<file path="src/rtl/rt_pkg.sv">
// Shared constants for the reaction timer: FSM state codes, display glyphs and their segment patterns.
// The REACTION_BEST_EN build option is handled in the interface and core, not here.
package rt_pkg;

  localparam logic [1:0] ST_IDLE       = 2'd0;
  localparam logic [1:0] ST_COUNT      = 2'd1;
  localparam logic [1:0] ST_SHOW_SCORE = 2'd2;
  localparam logic [1:0] ST_SHOW_OVER  = 2'd3;

  localparam logic [3:0] BCD_NINE = 4'd9;

  // Digit glyphs share their BCD value, so nibbles 10..15 fall into undefined codes.
  typedef enum logic [4:0] {
    G_D0 = 5'd0, G_D1 = 5'd1, G_D2 = 5'd2, G_D3 = 5'd3, G_D4 = 5'd4,
    G_D5 = 5'd5, G_D6 = 5'd6, G_D7 = 5'd7, G_D8 = 5'd8, G_D9 = 5'd9,
    G_BLANK = 5'd16, G_DASH = 5'd17, G_O = 5'd18, G_V = 5'd19, G_E = 5'd20, G_R = 5'd21
  } glyph_t;

  function automatic glyph_t digit_glyph(input logic [3:0] nib);
    return glyph_t'({1'b0, nib});
  endfunction

  function automatic logic [3:0] clamp_bcd(input logic [3:0] nib);
    return (nib > BCD_NINE) ? BCD_NINE : nib;
  endfunction

  function automatic logic [7:0] glyph_seg(input glyph_t g);
    case (g)
      G_D0:    return 8'h3F;
      G_D1:    return 8'h06;
      G_D2:    return 8'h5B;
      G_D3:    return 8'h4F;
      G_D4:    return 8'h66;
      G_D5:    return 8'h6D;
      G_D6:    return 8'h7D;
      G_D7:    return 8'h07;
      G_D8:    return 8'h7F;
      G_D9:    return 8'h6F;
      G_O:     return 8'h3F;
      G_V:     return 8'h3E;
      G_E:     return 8'h79;
      G_R:     return 8'h50;
      G_BLANK: return 8'h00;
      G_DASH:  return 8'h40;
      default: return 8'h80;
    endcase
  endfunction

endpackage

</file>
<file path="src/rtl/reaction_timer_core_if.sv">
// Pad-side bundle of the reaction timer: button/preset in, segment and status out.
// best_o exists only when REACTION_BEST_EN is defined.
interface reaction_timer_core_if #(
  parameter int NUM_DIGITS = 4
);
  logic                    btn_n;
  logic [3:0]              preset_msd;
  logic [7:0]              seg_o;
  logic                    busy_o;
  logic                    over_o;
  logic [4*NUM_DIGITS-1:0] score_o;
`ifdef REACTION_BEST_EN
  logic [4*NUM_DIGITS-1:0] best_o;

  modport master (output btn_n, preset_msd, input seg_o, busy_o, over_o, score_o, best_o);
  modport slave  (input btn_n, preset_msd, output seg_o, busy_o, over_o, score_o, best_o);
`else
  modport master (output btn_n, preset_msd, input seg_o, busy_o, over_o, score_o);
  modport slave  (input btn_n, preset_msd, output seg_o, busy_o, over_o, score_o);
`endif
endinterface

</file>
<file path="src/rtl/reaction_timer_core_bcd_countdown.sv">
// Parallel-load BCD down-counter; each digit borrows when every lower digit is zero.
// The owner must not assert dec while zero is high (the counter would wrap to all nines).
module bcd_countdown
  import rt_pkg::*;
#(
  parameter int NUM_DIGITS = 4
) (
  input  logic                    clk,
  input  logic                    rst,
  input  logic                    load,
  input  logic [4*NUM_DIGITS-1:0] load_val,
  input  logic                    dec,
  output logic [4*NUM_DIGITS-1:0] value,
  output logic                    zero
);
  localparam int VAL_W = 4 * NUM_DIGITS;

  logic [VAL_W-1:0] value_reg;
  logic [VAL_W-1:0] value_next;

  for (genvar gi = 0; gi < NUM_DIGITS; gi++) begin : g_digit
    logic [3:0] digit;
    logic       borrow_in;

    assign digit = value_reg[4*gi +: 4];
    if (gi == 0) begin : g_lsd
      assign borrow_in = dec;
    end else begin : g_upper
      assign borrow_in = dec && (value_reg[4*gi-1:0] == '0);
    end
    assign value_next[4*gi +: 4] = !borrow_in ? digit :
                                   (digit == 4'd0) ? BCD_NINE : digit - 4'd1;
  end

  always_ff @(posedge clk) begin
    if (rst) begin
      value_reg <= '0;
    end else if (load) begin
      value_reg <= load_val;
    end else if (dec) begin
      value_reg <= value_next;
    end
  end

  assign value = value_reg;
  assign zero  = (value_reg == '0);
endmodule

</file>
<file path="src/rtl/reaction_timer_core.sv">
// Reaction-time game: button sync, countdown FSM, score capture and scrolling 7-segment display.
// Define REACTION_BEST_EN to keep a best score, expose best_o and append it to the score scroll.
module reaction_timer_core
  import rt_pkg::*;
#(
  parameter int NUM_DIGITS    = 4,
  parameter int CLKS_PER_TICK = 1000,
  parameter int DISP_HOLD     = 10000000
) (
  input  logic                 clk,
  input  logic                 rst,
  reaction_timer_core_if.slave bus
);
  localparam int VAL_W  = 4 * NUM_DIGITS;
  localparam int TICK_W = $clog2(CLKS_PER_TICK + 1);
  localparam int HOLD_W = $clog2(DISP_HOLD + 1);
  localparam int CHAR_W = 5;
  localparam logic [TICK_W-1:0] TICK_RELOAD = TICK_W'(CLKS_PER_TICK - 1);
  localparam logic [HOLD_W-1:0] HOLD_LAST   = HOLD_W'(DISP_HOLD - 1);
  localparam logic [CHAR_W-1:0] OVER_LAST   = CHAR_W'(4);
`ifdef REACTION_BEST_EN
  localparam logic [CHAR_W-1:0] SCORE_LAST  = CHAR_W'(2 * NUM_DIGITS + 1);
`else
  localparam logic [CHAR_W-1:0] SCORE_LAST  = CHAR_W'(NUM_DIGITS);
`endif

  logic              btn_meta_reg, btn_sync_reg, btn_prev_reg;
  logic              press;
  logic [1:0]        state_reg, state_next;
  logic [TICK_W-1:0] tick_reg;
  logic [HOLD_W-1:0] hold_reg;
  logic [CHAR_W-1:0] char_reg, char_last;
  logic [7:0]        seg_reg;
  logic              over_reg;
  logic [VAL_W-1:0]  score_reg, load_val, cnt_value;
  logic              cnt_load, cnt_dec, cnt_zero, in_show;
  glyph_t            glyph;
`ifdef REACTION_BEST_EN
  logic [VAL_W-1:0]  best_reg;
`endif

  always_ff @(posedge clk) begin
    if (rst) begin
      btn_meta_reg <= 1'b1;
      btn_sync_reg <= 1'b1;
      btn_prev_reg <= 1'b1;
    end else begin
      btn_meta_reg <= bus.btn_n;
      btn_sync_reg <= btn_meta_reg;
      btn_prev_reg <= btn_sync_reg;
    end
  end

  assign press    = btn_prev_reg && !btn_sync_reg;
  assign cnt_load = (state_reg == ST_IDLE) && press;
  assign cnt_dec  = (state_reg == ST_COUNT) && !press && (tick_reg == '0) && !cnt_zero;
  assign in_show  = (state_reg == ST_SHOW_SCORE) || (state_reg == ST_SHOW_OVER);
  assign char_last = (state_reg == ST_SHOW_OVER) ? OVER_LAST : SCORE_LAST;

  always_comb begin
    load_val = {NUM_DIGITS{BCD_NINE}};
    load_val[VAL_W-1 -: 4] = clamp_bcd(bus.preset_msd);
  end

  bcd_countdown #(.NUM_DIGITS(NUM_DIGITS)) u_countdown (
    .clk      (clk),
    .rst      (rst),
    .load     (cnt_load),
    .load_val (load_val),
    .dec      (cnt_dec),
    .value    (cnt_value),
    .zero     (cnt_zero)
  );

  // A press during COUNT outranks expiry, so an all-zero score is possible.
  always_comb begin
    state_next = state_reg;
    case (state_reg)
      ST_IDLE:  if (press) state_next = ST_COUNT;
      ST_COUNT: begin
        if (press) state_next = ST_SHOW_SCORE;
        else if ((tick_reg == '0) && cnt_zero) state_next = ST_SHOW_OVER;
      end
      default:  if (press) state_next = ST_IDLE;
    endcase
  end

  always_comb begin
    glyph = G_BLANK;
    case (state_reg)
      ST_IDLE: glyph = G_DASH;
      ST_SHOW_OVER: begin
        case (char_reg)
          5'd1:    glyph = G_O;
          5'd2:    glyph = G_V;
          5'd3:    glyph = G_E;
          5'd4:    glyph = G_R;
          default: glyph = G_BLANK;
        endcase
      end
      ST_SHOW_SCORE: begin
        for (int i = 0; i < NUM_DIGITS; i++) begin
          if (char_reg == CHAR_W'(i + 1)) glyph = digit_glyph(score_reg[VAL_W-4-4*i +: 4]);
        end
`ifdef REACTION_BEST_EN
        if (char_reg == CHAR_W'(NUM_DIGITS + 1)) glyph = G_DASH;
        for (int i = 0; i < NUM_DIGITS; i++) begin
          if (char_reg == CHAR_W'(NUM_DIGITS + 2 + i)) glyph = digit_glyph(best_reg[VAL_W-4-4*i +: 4]);
        end
`endif
      end
      default: glyph = G_BLANK;
    endcase
  end

  always_ff @(posedge clk) begin
    if (rst) begin
      state_reg <= ST_IDLE;
      tick_reg  <= '0;
      hold_reg  <= '0;
      char_reg  <= '0;
      seg_reg   <= 8'h40;
      over_reg  <= 1'b0;
      score_reg <= '0;
    end else begin
      state_reg <= state_next;
      seg_reg   <= glyph_seg(glyph);
      over_reg  <= (state_next == ST_SHOW_OVER);
      if (cnt_load) tick_reg <= TICK_RELOAD;
      else if (state_reg == ST_COUNT) tick_reg <= (tick_reg == '0) ? TICK_RELOAD : tick_reg - TICK_W'(1);
      // Any state change restarts the scroll at the blank with a full hold period.
      if (state_next != state_reg) begin
        hold_reg <= '0;
        char_reg <= '0;
      end else if (in_show) begin
        if (hold_reg == HOLD_LAST) begin
          hold_reg <= '0;
          char_reg <= (char_reg == char_last) ? '0 : char_reg + CHAR_W'(1);
        end else begin
          hold_reg <= hold_reg + HOLD_W'(1);
        end
      end
      if ((state_reg == ST_COUNT) && press) score_reg <= cnt_value;
    end
  end

`ifdef REACTION_BEST_EN
  always_ff @(posedge clk) begin
    if (rst) best_reg <= '0;
    else if ((state_reg == ST_COUNT) && press && (cnt_value > best_reg)) best_reg <= cnt_value;
  end
  assign bus.best_o = best_reg;
`endif

  assign bus.seg_o   = seg_reg;
  assign bus.busy_o  = (state_reg == ST_COUNT);
  assign bus.over_o  = over_reg;
  assign bus.score_o = score_reg;
endmodule

</file>
<file path="src/flat_wrapper.sv">
// flat-port wrapper written by rule: the top's interface ports become plain ports
module reaction_timer_core_flat import rt_pkg::*;
#(
  parameter int NUM_DIGITS    = 4,
  parameter int CLKS_PER_TICK = 1000,
  parameter int DISP_HOLD     = 10000000
)
  (clk, rst, bus_btn_n, bus_preset_msd, bus_seg_o, bus_busy_o, bus_over_o, bus_score_o);
  reaction_timer_core_if #(.NUM_DIGITS(NUM_DIGITS)) bus_i ();
  input  logic clk;
  input  logic rst;
  input wire logic [$bits(bus_i.btn_n)-1:0] bus_btn_n;
  input wire logic [$bits(bus_i.preset_msd)-1:0] bus_preset_msd;
  output wire logic [$bits(bus_i.seg_o)-1:0] bus_seg_o;
  output wire logic [$bits(bus_i.busy_o)-1:0] bus_busy_o;
  output wire logic [$bits(bus_i.over_o)-1:0] bus_over_o;
  output wire logic [$bits(bus_i.score_o)-1:0] bus_score_o;
  assign bus_i.btn_n = bus_btn_n;
  assign bus_i.preset_msd = bus_preset_msd;
  assign bus_seg_o = bus_i.seg_o;
  assign bus_busy_o = bus_i.busy_o;
  assign bus_over_o = bus_i.over_o;
  assign bus_score_o = bus_i.score_o;
  reaction_timer_core #(.NUM_DIGITS(NUM_DIGITS), .CLKS_PER_TICK(CLKS_PER_TICK), .DISP_HOLD(DISP_HOLD)) u_core (.clk(clk), .rst(rst), .bus(bus_i));
endmodule
</file>
<file path="config.mk">
export PLATFORM = sky130hd
export DESIGN_NAME = reaction_timer_core_flat
export DESIGN_NICKNAME = d
export VERILOG_FILES = /design/src/rtl/rt_pkg.sv /design/src/rtl/reaction_timer_core_if.sv /design/src/rtl/reaction_timer_core_bcd_countdown.sv /design/src/rtl/reaction_timer_core.sv /design/src/flat_wrapper.sv
export SDC_FILE = /design/constraint.sdc
export NUM_CORES = 1
export LEC_CHECK = 0
export CAP_MARGIN = 10
export CORE_MARGIN = 2
export CORE_UTILIZATION = 58
export DETAILED_ROUTE_END_ITERATION = 6
export PLACE_DENSITY = 0.77
export SLEW_MARGIN = 30
export SYNTH_ARGS = -nofsm -noshare
export SYNTH_HDL_FRONTEND = slang
export SYNTH_HIERARCHICAL = 1
export SYNTH_SLANG_ARGS = --single-unit
</file>
<file path="constraint.sdc">
create_clock -name clk -period 3.3 [get_ports clk]
set_clock_uncertainty 0.15 [all_clocks]
set_input_delay 0.66 -clock clk [delete_from_list [all_inputs] [get_ports clk]]
set_output_delay 0.66 -clock clk [all_outputs]
set_load 0.01 [all_outputs]
</file>
==> images/layers.png <==
Drawn at 4 px/µm. Two of the layers only.
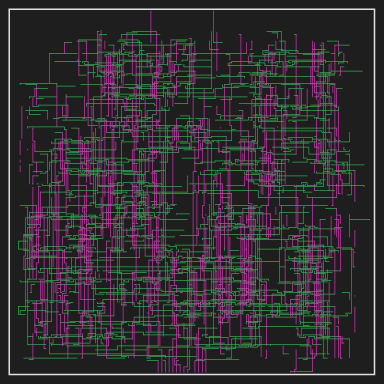
legend:
  M1:
    color: green
    wire_length: 4,510 µm
  M2:
    color: magenta
    wire_length: 4,910 µm

==> images/placed.png <==
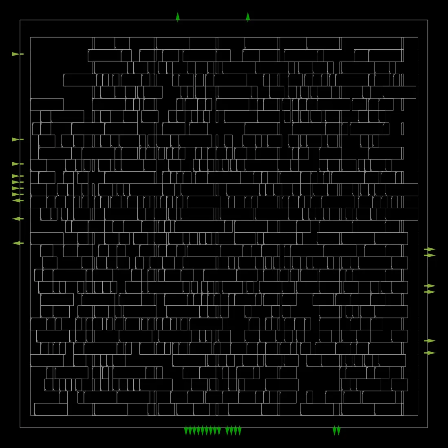
Tapcells: 99
Finished Core Util: 69.3%
sequential cell area share: 33.7%

==> images/pinout.png <==
Drawn at 4 px/µm. Pins as bars across the die edge, other pins in gray.
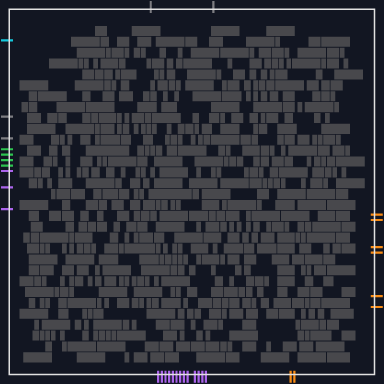
legend:
  clk:
    color: cyan
    pins: 1
    direction: input
    edge: left
  bus_score_o:
    color: purple
    pins: 16
    direction: output
    edge: 13 bottom, 3 left
  bus_seg_o:
    color: orange
    pins: 8
    direction: output
    edge: 6 right, 2 bottom
  bus_preset_msd:
    color: green
    pins: 4
    direction: input
    edge: left
port bufs: 32
Die Y: 90.9 µm
die width: 90.9 µm

==> impl_metrics.json <==
{
  "comb-power_uw": 207,
  "grt_pass1_wl_um": 17000,
  "pwr-share-seq_pct": 50.8,
  "warnings": 37,
  "final_cells": 683,
  "comb_area_share_pct": 50.4,
  "numClockSinks": 85,
  "ant_nets": 0,
  "gp_congestion": 0.889,
  "dpl_cell_area_um2": 4810,
  "cp.depth": 5,
  "power_density_nw_per_um2": 423,
  "setup_viol": 0,
  "cts-root-buf": "clkbuf_8",
  "holdBufCountCts": 0,
  "io_pins": 33,
  "cp-endpoint": "bus_busy_o",
  "rsz0062_at_grt": "false",
  "ys_ff": 85,
  "synth.top_cell.area_share_pct": 38.8,
  "antenna_found_initial": 0,
  "p_comb_share_pct": 9.7,
  "synth_cells": 539,
  "coreArea_um2": 7290,
  "signal_buffers": 41,
  "clk_pin_slew_ns": 0.08,
  "ys_sh_simple_pct": 29.0,
  "chip_area_um2": 8270,
  "num-nonclk-inverters": 17,
  "grt_pass1_vias": 3779,
  "p_leak_nw": 1.81,
  "clockBufferDepth": 2,
  "setup_tns_ns": 0,
  "p_total_mw": 2.14,
  "xor_area_share_pct": 5.20,
  "mux_share_pct": 1.66,
  "worstSetupPathType": "flip-flop to primary output",
  "p_int_mw": 1.60,
  "drt_drc_violations_left": 0,
  "pre_cts_ws_ns": 0.258,
  "whs_path_depth": 1,
  "cpPeakStageDelay_ns": 0.55,
  "rr_endpoint": "u_core/u_countdown/value[5]$_SDFFE_PP0P_",
  "buf_share_pct": 7.58,
  "top_layer": "met4",
  "sequentialPower_mw": 1.09,
  "worst_pin_slew_ns": 0.692,
  "crit_path_start": "u_core/state_reg[1]$_SDFF_PP0_",
  "avgSynthCellArea_um2": 8.13,
  "setup_ws_ns": 0.372,
  "async_flop_share_pct": 0,
  "numCtsBuffers": 9,
  "most_common_cell": "dfxtp_1",
  "hold_viol": 0,
  "critPathSlowestCell": "dfxtp_1",
  "cts_tree": "yes",
  "met2_length_um": 4910,
  "vdd_drop_max_uv": 284,
  "clock.latency.late_pin_ns": 0.35,
  "worst_setup_path_start_kind": "flip-flop",
  "track_usage_pct": 24.9,
  "fp_util_pct": 60.1,
  "crit_fanout": 11,
  "cp_top_family": "buffers and inverters",
  "cts_htree_levels": 3,
  "logic_area_um2": 2540,
  "wl_met3_um": 496,
  "ys_cells": 539,
  "hp-class": "flip-flop to flip-flop",
  "drt_iter0_drc": 146,
  "slew_headroom_pct": 53.8,
  "edf_count": 0,
  "met1_length_um": 4510,
  "clock_cell_area_share_pct": 4.63,
  "dr.pass1.iters": 5,
  "hold_end": "u_core/btn_sync_reg$_SDFF_PP1_",
  "yosys.area_share.adder_pct": 4.57,
  "post-route-min-period_ns": 2.93,
  "flops": 85,
  "ys_types": 69,
  "grt_overflow": 0,
  "cts_repair_resize_count": 0,
  "cts_setup_buffers": 0,
  "powerClk_uw": 843,
  "p_clk_share_pct": 39.5,
  "lay_top_cells": "dfxtp_1, nor2_1, nand2_1",
  "yosys-top-cells-count": "dfxtp_1, nor2_1, nand2_1",
  "syn_area_um2": 4380,
  "yosysChipArea_um2": 4380,
  "post-dp-hpwl_um": 7070,
  "post-place-cells": 667,
  "seqCellArea_um2": 1700,
  "largest_class": "combinational gates",
  "reg2regPathDepth": 8,
  "area_leaders": "dfxtp_1, nor2_1, nand2_1",
  "drive_gt1_share_pct": 8.73,
  "stdcell_area_um2": 5050,
  "reg2reg_slack_ns": 0.38,
  "fin_nets": 602,
  "max_clock_freq_mhz": 342,
  "cp.arrival_ns": 2.12,
  "status": "completed",
  "max-cap-violations": 0,
  "largest_reg_flops": 24,
  "synthFlopType": "dfxtp_1",
  "holdWs_ns": 0.271,
  "ys_seq_share_pct": 38.8,
  "wl_per_cell_um": 14.7,
  "slew_viol_final": 0,
  "crit_chain": "inv_1 > nand2_1 > clkinv_1 > buf_4 > clkdlybuf4s50_1",
  "worstHoldStart": "u_core/btn_meta_reg$_SDFF_PP1_",
  "cp.required_ns": 2.49,
  "power.switching_uw": 531,
  "cp-end-kind": "primary output",
  "row_count": 31,
  "grt_use_met3_pct": 5.43,
  "syn_to_final_growth_pct": 15.2,
  "vias_per_cell": 5.75,
  "top_power_group": "registers",
  "crit_buf_inv": 4,
  "nClkBuffers": 11,
  "worstReg2RegStart": "u_core/tick_reg[2]$_SDFFE_PP0P_",
  "comb_cells": 425,
  "synth_area_leader_cell": "dfxtp_1",
  "ys_sh_aoi_pct": 16.5,
  "lay_top_count": "dfxtp_1"
}
==> images/m2.png <==
Drawn at 4 px/µm.
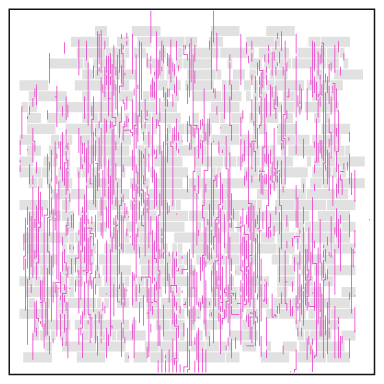
share of all routed wire: 49%
longest straight run: 46.1 µm
main direction: vertical
wire length on this layer: 4,910 µm
nets with wire on the layer: 493
Via Count: 3,930
met2 Use GR: 44.0%
final wirelength: 10,100 µm

==> images/closeup.png <==
Region (25, 25) to (65, 65) µm. Cells in gray, sequential cells in the stronger gray; small squares are vias.
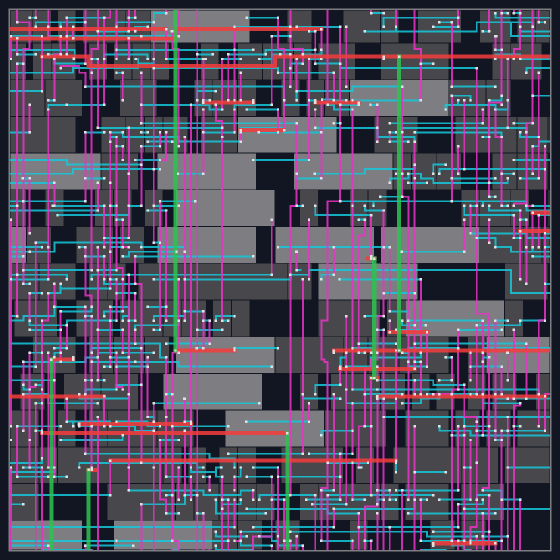
legend:
  M1:
    color: cyan
  M2:
    color: magenta
  M3:
    color: red
  M4:
    color: green
sequential cells in the window: 18
netlist names of flops here include: u_core/u_countdown/value (7), u_core/char_reg (4), u_core/hold_reg (3)
cells with their middle in the window: 160
most frequent: nor2_1 (26), nand2_1 (21), dfxtp_1 (18)

No activity file was given, so power comes from the tool's default toggle rates.
